### config.mk
export PLATFORM = sky130hd
export DESIGN_NAME = branch_redirect_ctrl
export DESIGN_NICKNAME = d
export VERILOG_FILES = /design/src/rtl/branch_redirect_ctrl.sv
export SDC_FILE = /design/constraint.sdc
export NUM_CORES = 1
export LEC_CHECK = 0
export CELL_PAD_IN_SITES_DETAIL_PLACEMENT = 1
export CELL_PAD_IN_SITES_GLOBAL_PLACEMENT = 1
export CORE_MARGIN = 2
export CORE_UTILIZATION = 35
export CTS_BUF_LIST = sky130_fd_sc_hd__clkbuf_8
export DETAILED_ROUTE_END_ITERATION = 8
export PLACE_DENSITY_LB_ADDON = 0.1
export SYNTH_ARGS = -nofsm -noshare
export SYNTH_HDL_FRONTEND = slang
export SYNTH_SLANG_ARGS = --single-unit
### constraint.sdc
create_clock -name clk -period 2.1 [get_ports clk]
set_input_delay 0.42 -clock clk [delete_from_list [all_inputs] [get_ports clk]]
set_output_delay 0.42 -clock clk [all_outputs]
set_load 0.02 [all_outputs]
### src/rtl/branch_redirect_ctrl.sv
// Branch/jump redirect controller: turns a resolved taken branch or jump in EX
// into a fetch PC redirect plus wrong-path flushes, holding the redirect while
// fetch is stalled. Keeps saturating branch statistics and a sticky fault flag.
module branch_redirect_ctrl #(
  parameter int unsigned CNT_W = 16
) (
  input  logic             clk,
  input  logic             rst_n,
  input  logic             ex_valid,
  input  logic             ex_stall,
  input  logic             ex_is_branch,
  input  logic             ex_is_jump,
  input  logic             ex_branch_con,
  input  logic [15:0]      ex_target,
  input  logic             fetch_stall,
  output logic             redirect_valid,
  output logic [15:0]      redirect_pc,
  output logic             flush_ifid,
  output logic             flush_idex,
  output logic [CNT_W-1:0] br_total_cnt,
  output logic [CNT_W-1:0] br_taken_cnt,
  output logic             err
);

  typedef enum logic {
    IDLE,
    REDIR
  } state_t;

  state_t      state, state_nxt;
  logic [15:0] tgt_q;
  logic        resolve;
  logic        take;
  logic        is_ctrl;

  assign is_ctrl = ex_is_branch | ex_is_jump;
  assign resolve = ex_valid & ~ex_stall & (state == IDLE);
  assign take    = resolve & (ex_is_jump | (ex_is_branch & ex_branch_con));

  assign redirect_valid = (state == REDIR);
  assign redirect_pc    = tgt_q;

  // Next-state and flush decode; flushes are held low while reset is asserted
  always_comb begin
    state_nxt  = state;
    flush_ifid = 1'b0;
    flush_idex = 1'b0;
    unique case (state)
      IDLE: begin
        if (take) begin
          flush_ifid = 1'b1;
          flush_idex = 1'b1;
          state_nxt  = REDIR;
        end
      end
      REDIR: begin
        flush_ifid = 1'b1;
        flush_idex = ex_valid;
        if (!fetch_stall) begin
          state_nxt = IDLE;
        end
      end
      default: state_nxt = IDLE;
    endcase
    if (!rst_n) begin
      flush_ifid = 1'b0;
      flush_idex = 1'b0;
    end
  end

  // State register
  always_ff @(posedge clk or negedge rst_n) begin
    if (!rst_n) begin
      state <= IDLE;
    end else begin
      state <= state_nxt;
    end
  end

  // Redirect target capture with bit 0 forced low
  always_ff @(posedge clk or negedge rst_n) begin
    if (!rst_n) begin
      tgt_q <= '0;
    end else if (take) begin
      tgt_q <= {ex_target[15:1], 1'b0};
    end
  end

  // Saturating statistics counters
  always_ff @(posedge clk or negedge rst_n) begin
    if (!rst_n) begin
      br_total_cnt <= '0;
      br_taken_cnt <= '0;
    end else begin
      if (resolve && is_ctrl && (br_total_cnt != '1)) begin
        br_total_cnt <= br_total_cnt + CNT_W'(1);
      end
      if (take && (br_taken_cnt != '1)) begin
        br_taken_cnt <= br_taken_cnt + CNT_W'(1);
      end
    end
  end

  // Sticky fault: ambiguous branch+jump decode or misaligned taken target
  always_ff @(posedge clk or negedge rst_n) begin
    if (!rst_n) begin
      err <= 1'b0;
    end else if ((resolve && ex_is_branch && ex_is_jump) || (take && ex_target[0])) begin
      err <= 1'b1;
    end
  end

endmodule

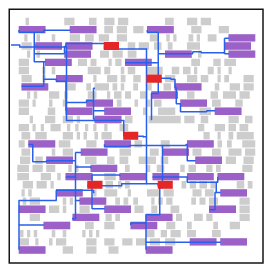
Fig. 1. Routed clock nets over the placement (run 1).
Drawn at 3 px/um.
red -> clock drivers  # count 5
blue -> clock wires  # length 674 um
purple -> flip-flops  # count 49
routed clock nets = 6
flops lie = widely spread

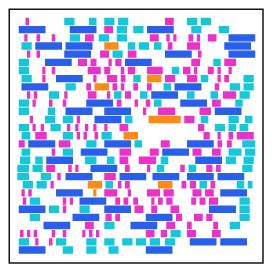
Fig. 2. Placed cells, one colour a class (run 1).
Drawn at 3 px/um.
cyan -> remaining buffers and delay cells  # cells 103, share of their area 29%
magenta -> combinational and other logic  # cells 164, share of their area 31%
orange -> clock drivers and dummy loads  # cells 8, share of their area 3.5%
blue -> sequential cells  # cells 49, share of their area 37%
# rows: 29
sequential cell area share: 35.9%
final non-filler cell area: 0.00341 mm^2
Finished Core Util: 54.4%
Core Area: 0.00628 mm^2

==> flow_metrics.tcl, run 1 <==
# flow metrics
set metrics [dict create \
    status "completed" \
    drc 0 \
    clk_pin_slew_ns 0.09 \
    fp_util_pct 35.8 \
    aoi_share_pct 3.62 \
    ys_seq_share_pct 54.6 \
    crit_fanout 2 \
    numPortBuffers 74 \
    htree_levels 2 \
    vias 1977 \
    powerClk_mw 0.702 \
    p_leak_nw 1.57 \
    xor_share_pct 9.36 \
    rrSetupSlack_ns 0.10 \
    crit_path_max_incr_delay_ns 0.41 \
    fp_nets 244 \
    p_comb_mw 0.960 \
    cp.required_ns 1.68 \
    sh_comb_area_pct 29.1 \
    area_delta_synth_final_pct 52.1 \
    pwr-share-clk_pct 24.1 \
    cts_tree "yes" \
    pre_cts_slack_ns -0.617 \
    muxShareOfSynthArea_pct 1.95 \
    top_area_cell "dfrtp_1" \
    whs_ns 0.290 \
    top_usage_layer "met2" \
    finalMaxSlewViolations 0 \
    switching_share_pct 32.4 \
    p_seq_mw 1.25 \
    edf_count 0 \
    clk_share_pct 3.41 \
    timing.rr.end "br_taken_cnt[13]" \
    fillCellCount 698 \
    pwr-share-comb_pct 32.9 \
    synth_cell_types 40 \
    wl_per_cell_um 14.3 \
    postRouteAntennaNets 0 \
    largestClassByArea "sequential cells" \
    route.met3.wl_um 420 \
    r2r_start "redirect_valid" \
    hold_buffers 0 \
    path_depth 5 \
    synth_area_per_cell_um2 10.3 \
    dieArea_mm2 0.00707 \
    nMultiInputCombCells 158 \
    grt_usage_pct 17.7 \
    setup_ws_ns 0.0715 \
    crit_start "redirect_valid" \
    grt_util_met1_pct 24.9 \
    viasPerCell 4.93 \
    vdd_drop_max_mv 0.610 \
    setup_tns_ns 0 \
    dr.pass1.iters 4 \
    finClkSkew_ns 0.00990 \
    ys_sh_simple_pct 26.8 \
    p_int_mw 1.97 \
    synthesis.area_mm2 0.00224 \
    nNonClkBuffers 103 \
    worstHoldPathType "primary input to async pin" \
    gr-usage-met2_pct 26.0 \
    comb_area_um2 992 \
    finalNetCount 349 \
    synth-cells-yosys 218 \
    grt_pass1_vias 2096 \
    cp_slowest_cell "or3b_4" \
    clock_path_buffers 2 \
    cts_resized 17 \
    setup_viol 0 \
    grt_max_degree 50 \
    synth.most_common_cell "nand2_1" \
    grt_pass1_wl_mm 10.0 \
]
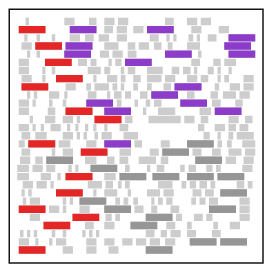
Fig. 3. Sequential cells grouped by signal name (run 1).
Drawn at 3 px/um.
red -> redirect_pc  # placed flops 15
purple -> br_total_cnt  # placed flops 16

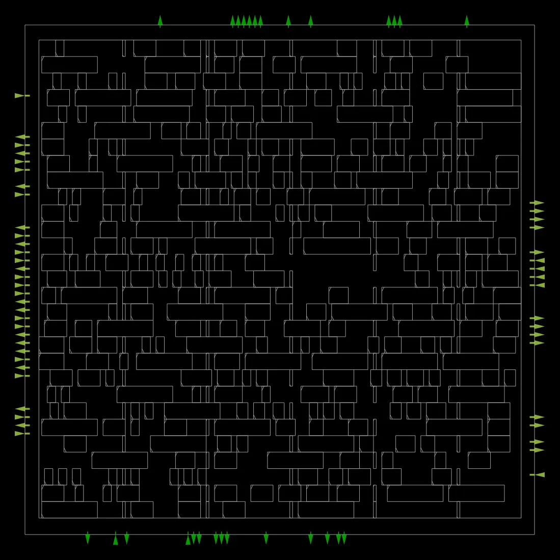
Fig. 4. Cell outlines without signal wires (run 1).
Flops: 49
Finished Layout Cells: 401

Fig. 5: run 1, I/O nets highlighted
Drawn at 6 px/um.
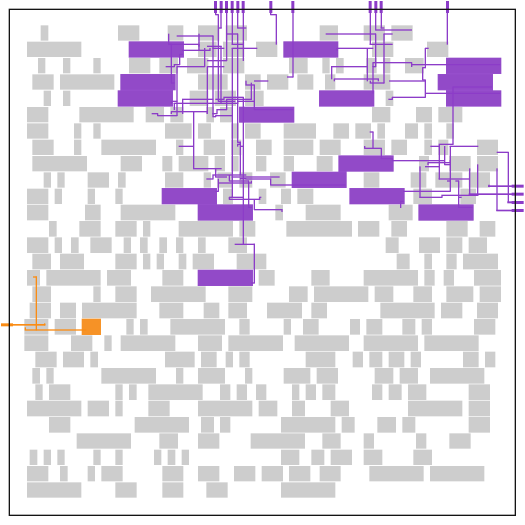

==> inputs of run 2 (changes only) <==
--- a/config.mk
+++ b/config.mk
@@ -15,3 +15,4 @@
 export SYNTH_ARGS = -nofsm -noshare
 export SYNTH_HDL_FRONTEND = slang
 export SYNTH_SLANG_ARGS = --single-unit
+export TNS_END_PERCENT = 20
==> constraint.sdc (replaced) <==
create_clock -name clk -period 2.27 [get_ports clk]
set_input_delay 0.454 -clock clk [delete_from_list [all_inputs] [get_ports clk]]
set_output_delay 0.454 -clock clk [all_outputs]
set_load 0.02 [all_outputs]
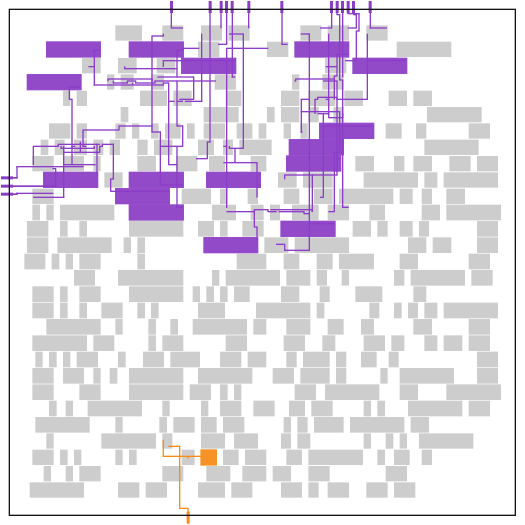
Fig. 6. I/O nets highlighted (run 2).
Drawn at 6 px/um.
purple -> br_total_cnt  # direction output, end cells 16, wire 752 um
orange -> flush_ifid  # direction output, end cells 1, wire 23.8 um
Port Buffers: 74
I/O Pins: 76

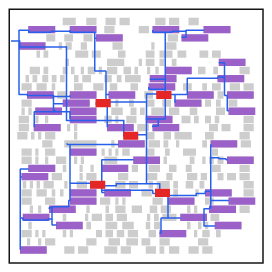
Fig. 7. Routed clock nets over the placement (run 2).
Drawn at 3 px/um.
red -> clock drivers  # count 5
blue -> clock wires  # length 638 um
purple -> flip-flops  # count 49
routed clock nets = 6
skew final: 0.00921 ns
P_clk: 0.644 mW

==> run 2 against run 1 <==
Against the previous run:
- setup slack better by 0.084 ns
- clock-buffer cell count unchanged
- cell count fell by 2.5%
- wire length up 0.10%
- core utilization shrank 1.4 points
- first-iteration DRC count decreased by 36%
- synthesized area unchanged
- via count fell by 2.7%
- sequential share of layout area is 0.92 points higher
- synthesized cell count unchanged
- sequential power fell by 6%
- highest routed layer unchanged
==> flow_metrics.tcl, run 2 <==
# flow metrics
set metrics [dict create \
    cts_tree "yes" \
    p_int_mw 1.80 \
    cts_resized 12 \
    xor_share_pct 9.36 \
    grt_usage_pct 17.7 \
    grt_max_degree 50 \
    p_comb_mw 0.848 \
    cp_slowest_cell "clkdlybuf4s50_1" \
    worstHoldPathType "primary input to async pin" \
    sh_comb_area_pct 29.6 \
    pwr-share-comb_pct 31.7 \
    synth-cells-yosys 218 \
    setup_tns_ns 0 \
    clk_share_pct 3.49 \
    aoi_share_pct 3.62 \
    p_seq_mw 1.18 \
    largestClassByArea "sequential cells" \
    synthesis.area_mm2 0.00224 \
    crit_start "ex_branch_con" \
    ys_seq_share_pct 54.6 \
    fp_util_pct 35.8 \
    p_leak_nw 1.51 \
    timing.rr.end "br_total_cnt[5]" \
    top_area_cell "dfrtp_1" \
    vias 1923 \
    switching_share_pct 32.7 \
    sh_seq_area_pct 36.8 \
    pwr-share-clk_pct 24.0 \
    clk_pin_slew_ns 0.09 \
    whs_ns 0.272 \
    dieArea_mm2 0.00707 \
    final_core_util_pct 53.0 \
    htree_levels 2 \
    setup_ws_ns 0.156 \
    synth_area_per_cell_um2 10.3 \
    fillCellCount 710 \
    viasPerCell 4.92 \
    hold_buffers 0 \
    nMultiInputCombCells 158 \
    finalMaxSlewViolations 0 \
    path_depth 6 \
    wl_per_cell_um 14.7 \
    area_delta_synth_final_pct 48.3 \
    grt_util_met1_pct 20.5 \
    status "completed" \
    ys_sh_simple_pct 26.8 \
    drc 0 \
    top_usage_layer "met2" \
    fin_cells 391 \
    grt_pass1_vias 2042 \
    rows 29 \
    pre_cts_slack_ns -0.489 \
    cp.required_ns 1.82 \
    crit_fanout 2 \
]
==> inputs of run 3 (changes only) <==
--- a/config.mk
+++ b/config.mk
@@ -15,4 +15,4 @@
 export SYNTH_ARGS = -nofsm -noshare
 export SYNTH_HDL_FRONTEND = slang
 export SYNTH_SLANG_ARGS = --single-unit
-export TNS_END_PERCENT = 20
+export TNS_END_PERCENT = 50
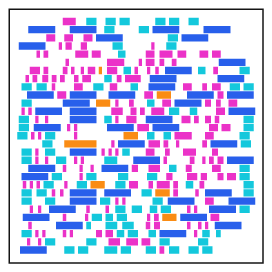
Fig. 8. Placed cells, one colour a class (run 3).
Drawn at 3 px/um.
blue -> sequential cells  # cells 49, share of their area 38%
cyan -> remaining buffers and delay cells  # cells 93, share of their area 27%
orange -> clock drivers and dummy loads  # cells 8, share of their area 3.6%
magenta -> combinational and other logic  # cells 164, share of their area 31%
final non-filler cell area: 0.00333 mm^2
sequential cell area share: 36.8%
Finished Core Util: 53.0%

==> run 3 against run 2 <==
Against the previous run:
- setup slack stayed put
- clock power hardly changed
- synthesized area stayed put
- cell count stayed put
- wire length stayed put
- first-iteration DRC count stayed put
- clock skew stayed put
- total power stayed put
- sequential power hardly changed
- hold slack stayed put
- global-route usage stayed put
- fmax stayed put
- largest cell class unchanged
==> flow_metrics.tcl, run 3 <==
# flow metrics
set metrics [dict create \
    cp_slowest_cell "clkdlybuf4s50_1" \
    wl_per_cell_um 14.7 \
    cts_resized 12 \
    nMultiInputCombCells 158 \
    grt_max_degree 50 \
    cp.required_ns 1.82 \
    finalMaxSlewViolations 0 \
    grt_util_met1_pct 20.5 \
    whs_ns 0.272 \
    grt_usage_pct 17.7 \
    hold_buffers 0 \
    rows 29 \
    clk_share_pct 3.49 \
    switching_share_pct 32.7 \
    area_delta_synth_final_pct 48.3 \
    htree_levels 2 \
    pwr-share-clk_pct 24.0 \
    powerClk_mw 0.644 \
    fp_util_pct 35.8 \
    xor_share_pct 9.36 \
    timing.rr.end "br_total_cnt[5]" \
    dieArea_mm2 0.00707 \
    p_int_mw 1.80 \
    pre_cts_slack_ns -0.489 \
    drc 0 \
    largestClassByArea "sequential cells" \
    viasPerCell 4.92 \
    fillCellCount 710 \
    cts_tree "yes" \
    synth_area_per_cell_um2 10.3 \
    clk_pin_slew_ns 0.09 \
    synth-cells-yosys 218 \
    numPortBuffers 74 \
    io_pins 76 \
    aoi_share_pct 3.62 \
    vias 1923 \
    setup_ws_ns 0.156 \
    finClkSkew_ns 0.00921 \
    ys_sh_simple_pct 26.8 \
    status "completed" \
    p_leak_nw 1.51 \
    path_depth 6 \
    sh_comb_area_pct 29.6 \
    crit_start "ex_branch_con" \
    top_area_cell "dfrtp_1" \
]
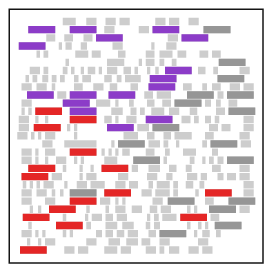
Fig. 9. Sequential cells grouped by signal name (run 3).
Drawn at 3 px/um.
red -> redirect_pc  # placed flops 15
purple -> br_total_cnt  # placed flops 16
register area: 0.00123 mm^2
seq pwr: 1.18 mW

No activity file was given, so power comes from the tool's default toggle rates.
